$ cat src/rtl/noc_pkg.sv
// Shared NoC router types.
// Flit width used by the router top-level to size its input buffers.
package noc_pkg;
  localparam int FLIT_W = 16;
  typedef logic [FLIT_W-1:0] flit_t;
endpackage

$ cat src/rtl/noc_fifo_ptr.sv
// Wrapping FIFO pointer for arbitrary (non power-of-two) depth.
// Wraps from DEPTH-1 to 0 when inc_i is high.
module noc_fifo_ptr #(
  parameter int DEPTH = 5,
  parameter int PW    = $clog2(DEPTH)
) (
  input  logic          clk,
  input  logic          rst_n,
  input  logic          inc_i,
  output logic [PW-1:0] ptr_o
);

  localparam logic [PW-1:0] LAST = PW'(DEPTH - 1);

  logic [PW-1:0] ptr_q;
  logic [PW-1:0] ptr_d;

  always_comb begin
    ptr_d = ptr_q;
    if (inc_i) begin
      ptr_d = (ptr_q == LAST) ? '0 : ptr_q + 1'b1;
    end
  end

  always_ff @(posedge clk or negedge rst_n) begin
    if (!rst_n) ptr_q <= '0;
    else        ptr_q <= ptr_d;
  end

  assign ptr_o = ptr_q;

endmodule

$ cat src/rtl/noc_flit_fifo.sv
// Router input-port flit FIFO with count, almost-full,
// optional FWFT read and sticky overflow/underflow flags.
module noc_flit_fifo
  import noc_pkg::*;
#(
  parameter int DATA_W   = FLIT_W,
  parameter int DEPTH    = 5,
  parameter int AF_LEVEL = DEPTH - 1,
  parameter int FWFT     = 0,
  parameter int CNT_W    = $clog2(DEPTH + 1)
) (
  input  logic              clk,
  input  logic              rst_n,
  input  logic              wr_en,
  input  logic [DATA_W-1:0] wr_data,
  input  logic              rd_en,
  output logic [DATA_W-1:0] rd_data,
  output logic              rd_valid,
  output logic              full,
  output logic              almost_full,
  output logic              empty,
  output logic [CNT_W-1:0]  count,
  output logic              overflow,
  output logic              underflow,
  input  logic              clr_err
);

  localparam int PW = $clog2(DEPTH);
  localparam logic [CNT_W-1:0] DEPTH_C = CNT_W'(DEPTH);
  localparam logic [CNT_W-1:0] AF_C    = CNT_W'(AF_LEVEL);

  logic [DATA_W-1:0] mem [DEPTH];
  logic [PW-1:0]     wr_ptr;
  logic [PW-1:0]     rd_ptr;
  logic [CNT_W-1:0]  count_q;
  logic [CNT_W-1:0]  count_d;
  logic              ovf_q;
  logic              ovf_d;
  logic              unf_q;
  logic              unf_d;
  logic              push_ok;
  logic              pop_ok;

  assign empty       = (count_q == '0);
  assign full        = (count_q == DEPTH_C);
  assign almost_full = (count_q >= AF_C);
  assign count       = count_q;
  assign overflow    = ovf_q;
  assign underflow   = unf_q;

  // A pop from a full FIFO frees the slot the same-cycle push uses.
  assign pop_ok  = rd_en && !empty;
  assign push_ok = wr_en && (!full || pop_ok);

  always_comb begin
    count_d = count_q + CNT_W'(push_ok) - CNT_W'(pop_ok);
    ovf_d   = (ovf_q && !clr_err) || (wr_en && !push_ok);
    unf_d   = (unf_q && !clr_err) || (rd_en && empty);
  end

  always_ff @(posedge clk or negedge rst_n) begin
    if (!rst_n) begin
      count_q <= '0;
      ovf_q   <= 1'b0;
      unf_q   <= 1'b0;
    end else begin
      count_q <= count_d;
      ovf_q   <= ovf_d;
      unf_q   <= unf_d;
    end
  end

  always_ff @(posedge clk) begin
    if (push_ok) mem[wr_ptr] <= wr_data;
  end

  noc_fifo_ptr #(.DEPTH(DEPTH)) u_wr_ptr (
    .clk   (clk),
    .rst_n (rst_n),
    .inc_i (push_ok),
    .ptr_o (wr_ptr)
  );

  noc_fifo_ptr #(.DEPTH(DEPTH)) u_rd_ptr (
    .clk   (clk),
    .rst_n (rst_n),
    .inc_i (pop_ok),
    .ptr_o (rd_ptr)
  );

  generate
    if (FWFT == 0) begin : g_reg_rd
      logic [DATA_W-1:0] rd_data_q;
      logic              rd_valid_q;

      always_ff @(posedge clk or negedge rst_n) begin
        if (!rst_n) begin
          rd_data_q  <= '0;
          rd_valid_q <= 1'b0;
        end else begin
          rd_valid_q <= pop_ok;
          if (pop_ok) rd_data_q <= mem[rd_ptr];
        end
      end

      assign rd_data  = rd_data_q;
      assign rd_valid = rd_valid_q;
    end else begin : g_fwft_rd
      assign rd_data  = mem[rd_ptr];
      assign rd_valid = !empty;
    end
  endgenerate

endmodule
$ cat config.mk
export PLATFORM = sky130hd
export DESIGN_NAME = noc_flit_fifo
export DESIGN_NICKNAME = d
export VERILOG_FILES = /design/src/rtl/noc_pkg.sv /design/src/rtl/noc_fifo_ptr.sv /design/src/rtl/noc_flit_fifo.sv
export SDC_FILE = /design/constraint.sdc
export NUM_CORES = 1
export LEC_CHECK = 0
export CAP_MARGIN = 20
export CORE_ASPECT_RATIO = 0.75
export CORE_MARGIN = 3
export CORE_UTILIZATION = 50
export CTS_BUF_LIST = sky130_fd_sc_hd__clkbuf_8
export DETAILED_ROUTE_END_ITERATION = 8
export GPL_TIMING_DRIVEN = 1
export PLACE_DENSITY = 0.8
export SLEW_MARGIN = 10
export SYNTH_ARGS = -nofsm -noshare
export SYNTH_HDL_FRONTEND = slang
export SYNTH_SLANG_ARGS = --single-unit
$ cat constraint.sdc
create_clock -name clk -period 3.4 [get_ports clk]
set_input_delay 0.51 -clock clk [delete_from_list [all_inputs] [get_ports clk]]
set_output_delay 0.51 -clock clk [all_outputs]
set_load 0.05 [all_outputs]
Figure 1. The metal 1 layer (run 1).
Supply wires on this layer in gray.
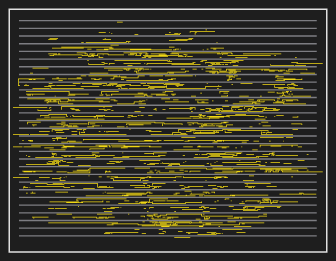
- longest straight run: 26.2 microns
- main direction: horizontal
- share of all routed wire: 44%
- wire length on this layer: 3320 microns
- nets with wire on the layer: 298
GRT met1 Usage: 24.2%
WL final: 7.51 mm
routed vias: 2263

Figure 2. I/O nets highlighted (run 1).
Scale bar: 20 microns.
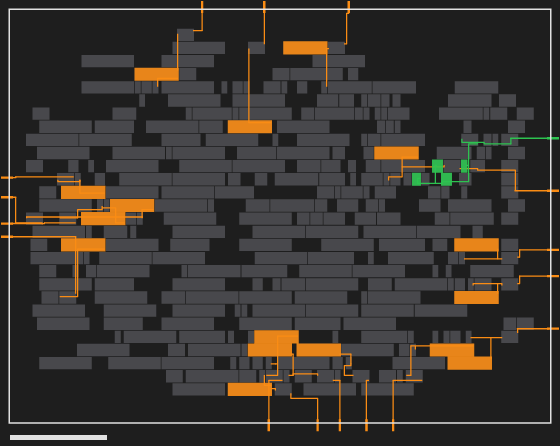
- wr_en: green (direction input; end cells 4; buffers 1; wire 46.6 microns)
- rd_data: orange (direction output; end cells 16; buffers 16; wire 416 microns)

==> notes.md, run 1 <==
run metrics: largest net degree at the start of global routing=29, crit-path max cell delay=0.80 ns, Root Buffer=clkbuf_8, Ys Warns=0, top cells, area=edfxtp_1, dfrtp_1, mux4_2, CTS hold repair buffers=0, max-slew violations=0, worst hold margin=0.531 ns, Yosys reg bits=108, crit path capture type=primary output, first-pass iteration count of the detailed router=4, Worst-Margin Slew=0.815 ns, boundary pin count=roughly 46, r2r startpoint=count[1]$_DFF_PN0_, Startpoint Class=flop, tool warnings=28, status=completed, drt wl/cell=18.1 microns, YS chip area=0.00420 sq mm, Max-area cell share=57.2%, max-cap viol count=0, Floorplan Utilization=approximately 52%, non-filler cells, final=415, vias per cell=5.45, Post-CTS Resized=0, CP required=2.89 ns, Final Power=4.46 mW, Power per Cell Area=roughly 900 mW/mm^2, worst reg2reg path endpoint=count[2]$_DFF_PN0_, # Post-CTS Setup Buffers=0, global-route wire length before repair=12.5 mm, clock-pin slew on the worst setup and hold paths=0.09 ns, TritonCTS buffer count=9, slowest library cell on the worst path=clkdlybuf4s50_1, # diodes=0, FF-to-FF path depth=8, syn_nets=278, final core utilization=62.4%, CP Cell Sequence=inv_1 -> and3_1 -> clkdlybuf4s50_1, Hold Path End=rd_data[3]$_DFFE_PN0N_
Figure 3. Clock routing (run 1).
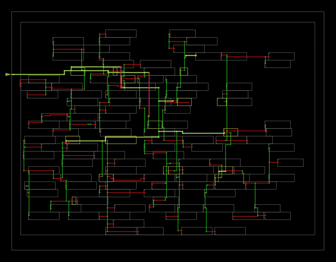
TritonCTS Sinks: 108
clock-net power: 0.725 mW

-- run 1: where the power goes --
group	switching [mW]	internal (mW)
Combinational	1.06	0.689
Sequential	0.242	1.74
Clock	0.392	0.333
Total	1.69	2.77
-- run 1: layer usage --
metal / track usage, % / part of all wire [%] / routed length (microns) / vias to the layer above
met3: 4.49 / 7.6 / 569 / 4
met4: 4.31 / 0.31 / 23 / 0
met1: 24.2 / 44 / 3320 / 1132
met5: 0 / 0 / 0 / -
li1: - / - / - / 1049
met2: 27.1 / 48 / 3600 / 78
-- run 1: kinds of logic (layout without fill, tap and decap cells) --
logic type      count (synthesis)  in the layout  share of synthesized area (%)
simple gates                   67             67                           7.24
buf+inv                        22             81                           2.80
fa+ha+maj                       6              6                           1.97
flops                         108            108                           73.9
compound gates                 28             28                           3.99
mux                            18             18                           9.71
xor+xnor                        2              2                          0.417
-- run 1: state kept, by name, summed over array words and instances, names as in the netlist --
signal          flops
count               3
overflow            1
rd_valid            1
underflow           1
rd_data            16
u_wr_ptr.ptr_o      3
u_rd_ptr.ptr_o      3
mem                80
-- run 1: critical path, delay by kind of cell, from the launching register on --
family | cells | cell delay, ns
buf+inv | 2 | 0.95
simple gates | 1 | 0.17
flops | 1 | 0.49
-- run 1: area by class of cell --
type	instances	area, sq um
Inverter	8	30.0
Multi-Input combinational cell	121	1010
Sequential cell	108	3100
Timing Repair Buffer	57	541
Clock inverter	7	62.6
Clock buffer	9	124
Fill cell	599	3020
Tap cell	105	131
-- run 1: synth_stat cells --
cell	number
buf_2	6
nor4bb_4	1
mux2_1	1
a31oi_1	16
a31o_2	1
mux4_1	7
buf_6	1
dfrtp_1	28
and3_1	1
o31a_1	1
a21oi_1	2
nor4b_1	1
xor2_1	1
or2_2	1
mux2i_1	1
nand3_1	2
clkinv_1	1
edfxtp_1	80
nor4_1	4
clkbuf_1	5
buf_12	1
mux4_2	9
o21ai_0	8
buf_4	1
fa_1	1
inv_1	7
nand2_1	37
ha_1	5
nand2b_1	3
nor3_1	1
nor2_1	16
xnor2_1	1
-- run 1: how the worst max path moves through the flow --
stage / endpoint / cells after the start / slack, ns / start
6_report: full / 3 / 0.94 / count[1]$_DFF_PN0_
2_1_floorplan: mem[4][0]$_DFFE_PP_ / 4 / 0.05 / count[2]$_DFF_PN0_
5_1_grt: empty / 2 / 0.78 / count[2]$_DFF_PN0_
3_3_place_gp: count[2]$_DFF_PN0_ / 9 / 0.69 / rd_en
4_1_cts: full / 3 / 0.89 / count[1]$_DFF_PN0_
3_5_place_dp: count[2]$_DFF_PN0_ / 9 / 0.59 / rd_en
-- run 1: metrics by stage --
step	setup WS (ns)	cell area, sq um
finish	0.935	5000
global route	0.785	5000
CTS	0.892	5000
detailed placement	0.591	4820
global placement	0.692	4820
floorplan	0.0472	4200
## Run 2: what changed since run 1
clock period = 2.45 ns   (was 3.4 ns; I/O delays follow)
Figure 4. Clock routing (run 2).
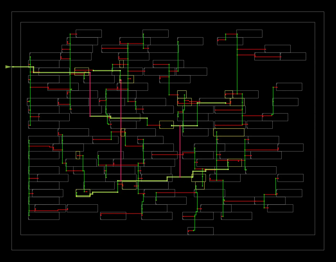
Clock buffer cells: 9
clock-net power: 1.03 mW
Skew-Pair Late Insertion Delay: 0.36 ns
seq_cells: 108
TritonCTS buffer count: 9

==> run 2 against run 1 <==
Effect of this change:
- largest power group unchanged
- highest routed layer unchanged
- critical endpoint unchanged
- worst setup slack lost 0.78 ns
- clock skew hardly changed
- first-iteration DRC count shrank 26%
==> notes.md, run 2 <==
run metrics: Worst-Margin Slew=0.618 ns, clock-pin slew on the worst setup and hold paths=~0.090 ns, Reg power frac=between 40% and 50%, CTS hold repair buffers=0, Yosys reg bits=108, crit-path max cell delay=roughly 0.8 ns, Clk pwr share=~16%, Placed Area=0.00487 sq mm, largest net degree at the start of global routing=40, Final Power=between 6 and 7 mW, max FFs per register=80, boundary pin count=around 46, tool warnings=29, routed vias=2266, top_reg_cell synth=edfxtp_1, CP required=2.08 ns, slowest library cell on the worst path=clkdlybuf4s50_1, CP Cell Sequence=inv_1 -> and3_1 -> clkdlybuf4s50_1, drt wl/cell=18.1 microns, syn_nets=278, worst hold margin=0.404 ns, Core Rows=28, Root Buffer=clkbuf_8, WL final=between 7 and 8 mm, # Post-CTS Setup Buffers=0, Floorplan Utilization=a little over half, post-route cell area=around 0.0051 sq mm, top-count cell post-synth=edfxtp_1, final core utilization=a little over three fifths, Max-area cell share=between 50 and 60%, Mean Syn Cell Area=16.7 sq um, Post-synth top cells=edfxtp_1, nand2_1, dfrtp_1, Yosys Instances=251, crit path capture type=primary output, status=completed, FFs w/ async S/R, synth=between 20% and 30%, combinational power share=39.7%, first-pass iteration count of the detailed router=4, sw power=2.40 mW, Ys Warns=0, TNS Setup=0 ns, internal power=3.88 mW, max-cap viol count=0, YS chip area=between 0.004 and 0.005 sq mm, flip-flops with a built-in enable=80, CTS tree=yes, TritonCTS Sinks=108, Power per Cell Area=1240 mW/mm^2, # diodes=0, global-route wire length before repair=12.4 mm
## run 2: final timing paths
kind                                     start                      to  depth (start not counted)
setup / recovery            count[1]$_DFF_PN0_                    full                          3
hold / removal                           rst_n  rd_data[0]$_DFFE_PN0N_                          2
setup reg to reg            count[2]$_DFF_PN0_      count[2]$_DFF_PN0_                          7
hold reg to reg            underflow$_DFF_PN0_     underflow$_DFF_PN0_                          2
max in group asynchronous                rst_n  rd_data[5]$_DFFE_PN0N_                          2
min in group clk           underflow$_DFF_PN0_     underflow$_DFF_PN0_                          2
## run 2: layer usage
layer | GRT usage, % | routed length [microns]
met1 | 23.1 | 3520
met2 | 28.1 | 3600
met3 | 5.06 | 355
met4 | 4.64 | 70
met5 | 0 | 0
## run 2: layout make-up
| class | instances | area, sq um |
|---|---|---|
| clock buffer | 9 | 124 |
| clock inverter | 7 | 66.3 |
| fill | 595 | 2960 |
| inverter | 8 | 30.0 |
| multi-input combinational | 121 | 1050 |
| sequential | 108 | 3100 |
| tap | 105 | 131 |
| timing repair buffer | 59 | 558 |
## run 2: logic make-up (layout without fill, tap and decap cells)
logic type / Yosys count / in the layout / synth area share [%]
XOR/XNOR: 2 / 2 / 0.417
AND-OR/OR-AND: 28 / 28 / 3.99
buffers and inverters: 22 / 83 / 2.80
AND/OR/NAND/NOR: 67 / 67 / 7.24
flip-flops: 108 / 108 / 73.9
multiplexers: 18 / 18 / 9.71
adder cells (fa/ha/maj): 6 / 6 / 1.97
## run 2: power groups by stage
stage / sequential, mW / combinational [mW] / clock, mW
after detailed placement: 2.80 / 2.52 / 0
after CTS: 2.76 / 2.53 / 1.06
after global placement: 2.78 / 2.45 / 0
after global routing: 2.82 / 2.69 / 1.13
after floorplan: 3.25 / 1.23 / 0
final: 2.75 / 2.49 / 1.03
## run 2: worst max-delay path: cells and delay by family (launching register included)
family,cells,cell delay [ns]
flops,1,0.48
simple gates,1,0.16
buf+inv,2,0.93
## run 2: per-stage QoR
stage,setup WS [ns],cells
2_1_floorplan,-0.0541,251
3_3_place_gp,0.0949,401
3_5_place_dp,0.0116,401
4_1_cts,0.111,417
5_1_grt,0.0363,417
6_report,0.152,417
## Run 3: what changed since run 2
CTS_CLUSTER_SIZE = 12   (was default)
Figure 5. Clock routing (run 3).
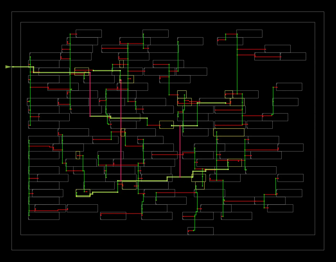
Layout Skew: 0.0111 ns

==> run 3 against run 2 <==
Effect of this change:
- register-to-register slack about the same
- clock skew unchanged
- synthesized area unchanged
- utilization unchanged
- critical endpoint unchanged
- largest cell class unchanged
- sequential share of layout area unchanged
- first-iteration DRC count unchanged
- clock-buffer cell count unchanged
- critical path depth unchanged
==> notes.md, run 3 <==
run metrics: status=completed, met2 WL post-DR=3.60 mm, dpl cells=401, WL final=around 7.5 mm, Reg power frac=43.9%, Mean Syn Cell Area=between 15 and 20 sq um, logic area=0.00105 sq mm, FFs w/ async S/R, synth=25.9%, vias per cell=5.43, Core Rows=28, CP delay by family, top=buffers and inverters, crit-path max cell delay=0.80 ns, Yosys Instances=251, Skew-Pair Late Insertion Delay=between 0.3 and 0.4 ns, Sw Share=38.2%, Worst-Margin Slew=0.618 ns, Yosys reg bits=108, max-cap viol count=0, top cells, area=edfxtp_1, dfrtp_1, mux4_2, # diodes=0, tool warnings=29, max FFs per register=80, Floorplan Utilization=52.4%, WL met3=355 microns, Max-area cell share=between 50% and 60%, routed vias=approximately 2300, clock-pin slew on the worst setup and hold paths=0.09 ns, Ys Warns=0, filler cell count=approximately 600, CTS tree=yes, Clk pwr share=16.4%, CP required=between 2 and 2.5 ns, critical path buffer and inverter count=2, boundary pin count=46, TritonCTS Sinks=108, Power per Cell Area=between 1000 and 1500 mW/mm^2, worst hold margin=0.404 ns, Root Buffer=clkbuf_8, CP Cell Sequence=inv_1 -> and3_1 -> clkdlybuf4s50_1, top_reg_cell synth=edfxtp_1, internal power=3.88 mW, non-filler cells, final=417, TritonCTS buffer count=9, top-count cell post-synth=edfxtp_1, met1 WL=3.52 mm, YS chip area=0.00420 sq mm, Post-synth top cells=edfxtp_1, nand2_1, dfrtp_1, Startpoint Class=flop, flip-flops with a built-in enable=80, CTS hold repair buffers=0
## run 3: power groups by stage
| stage | clock network [mW] | logic [mW] | registers (mW) |
|---|---|---|---|
| after floorplan | 0 | 1.23 | 3.25 |
| after global placement | 0 | 2.45 | 2.78 |
| after detailed placement | 0 | 2.52 | 2.80 |
| after CTS | 1.06 | 2.53 | 2.76 |
| after global routing | 1.13 | 2.69 | 2.82 |
| final | 1.03 | 2.49 | 2.75 |
## run 3: per-stage QoR
| stage | setup TNS, ns | utilization, % | setup WS, ns |
|---|---|---|---|
| after floorplan | -3.46 | - | -0.0541 |
| after global placement | 0 | 60.8 | 0.0949 |
| after detailed placement | 0 | 60.8 | 0.0116 |
| after CTS | 0 | 63.1 | 0.111 |
| after global routing | 0 | 63.2 | 0.0363 |
| final | 0 | 63.2 | 0.152 |
## run 3: timing repair
action | in CTS | in global routing
resized | 0 | 1
setup buffers | 0 | 0
endpoints found under the setup margin | 0 | 1
## run 3: worst paths after layout
path / startpoint / end / slack (ns) / cells past startpoint
worst max-delay path: count[1]$_DFF_PN0_ / full / 0.15 / 3
worst min-delay path: rst_n / rd_data[0]$_DFFE_PN0N_ / 0.40 / 2
worst max register to register: count[2]$_DFF_PN0_ / count[2]$_DFF_PN0_ / 0.43 / 7
worst min register to register: underflow$_DFF_PN0_ / underflow$_DFF_PN0_ / 0.53 / 2
max in group asynchronous: rst_n / rd_data[5]$_DFFE_PN0N_ / 1.75 / 2
min in group clk: underflow$_DFF_PN0_ / underflow$_DFF_PN0_ / 0.53 / 2
## run 3: logic make-up (layout without fill, tap and decap cells)
kind of cell	count (synthesis)	after routing	synth area share [%]
mux	18	18	9.71
fa+ha+maj	6	6	1.97
xor+xnor	2	2	0.417
buf+inv	22	83	2.80
simple gates	67	67	7.24
compound gates	28	28	3.99
flops	108	108	73.9
## run 3: metal layers
metal | track usage, % | vias up
met5 | 0 | -
li1 | - | 1059
met3 | 5.06 | 6
met4 | 4.64 | 0
met2 | 28.1 | 58
met1 | 23.1 | 1143
## run 3: layout make-up
class | instances | share of cell area (%)
flip-flops and latches | 108 | 61.2
multi-input cells | 121 | 20.8
clock buffers | 9 | 2.44
well taps | 105 | 2.59
repair buffers | 59 | 11.0
clock inverters | 7 | 1.31
inverters | 8 | 0.593
Power is estimated from default activity; no workload was simulated.
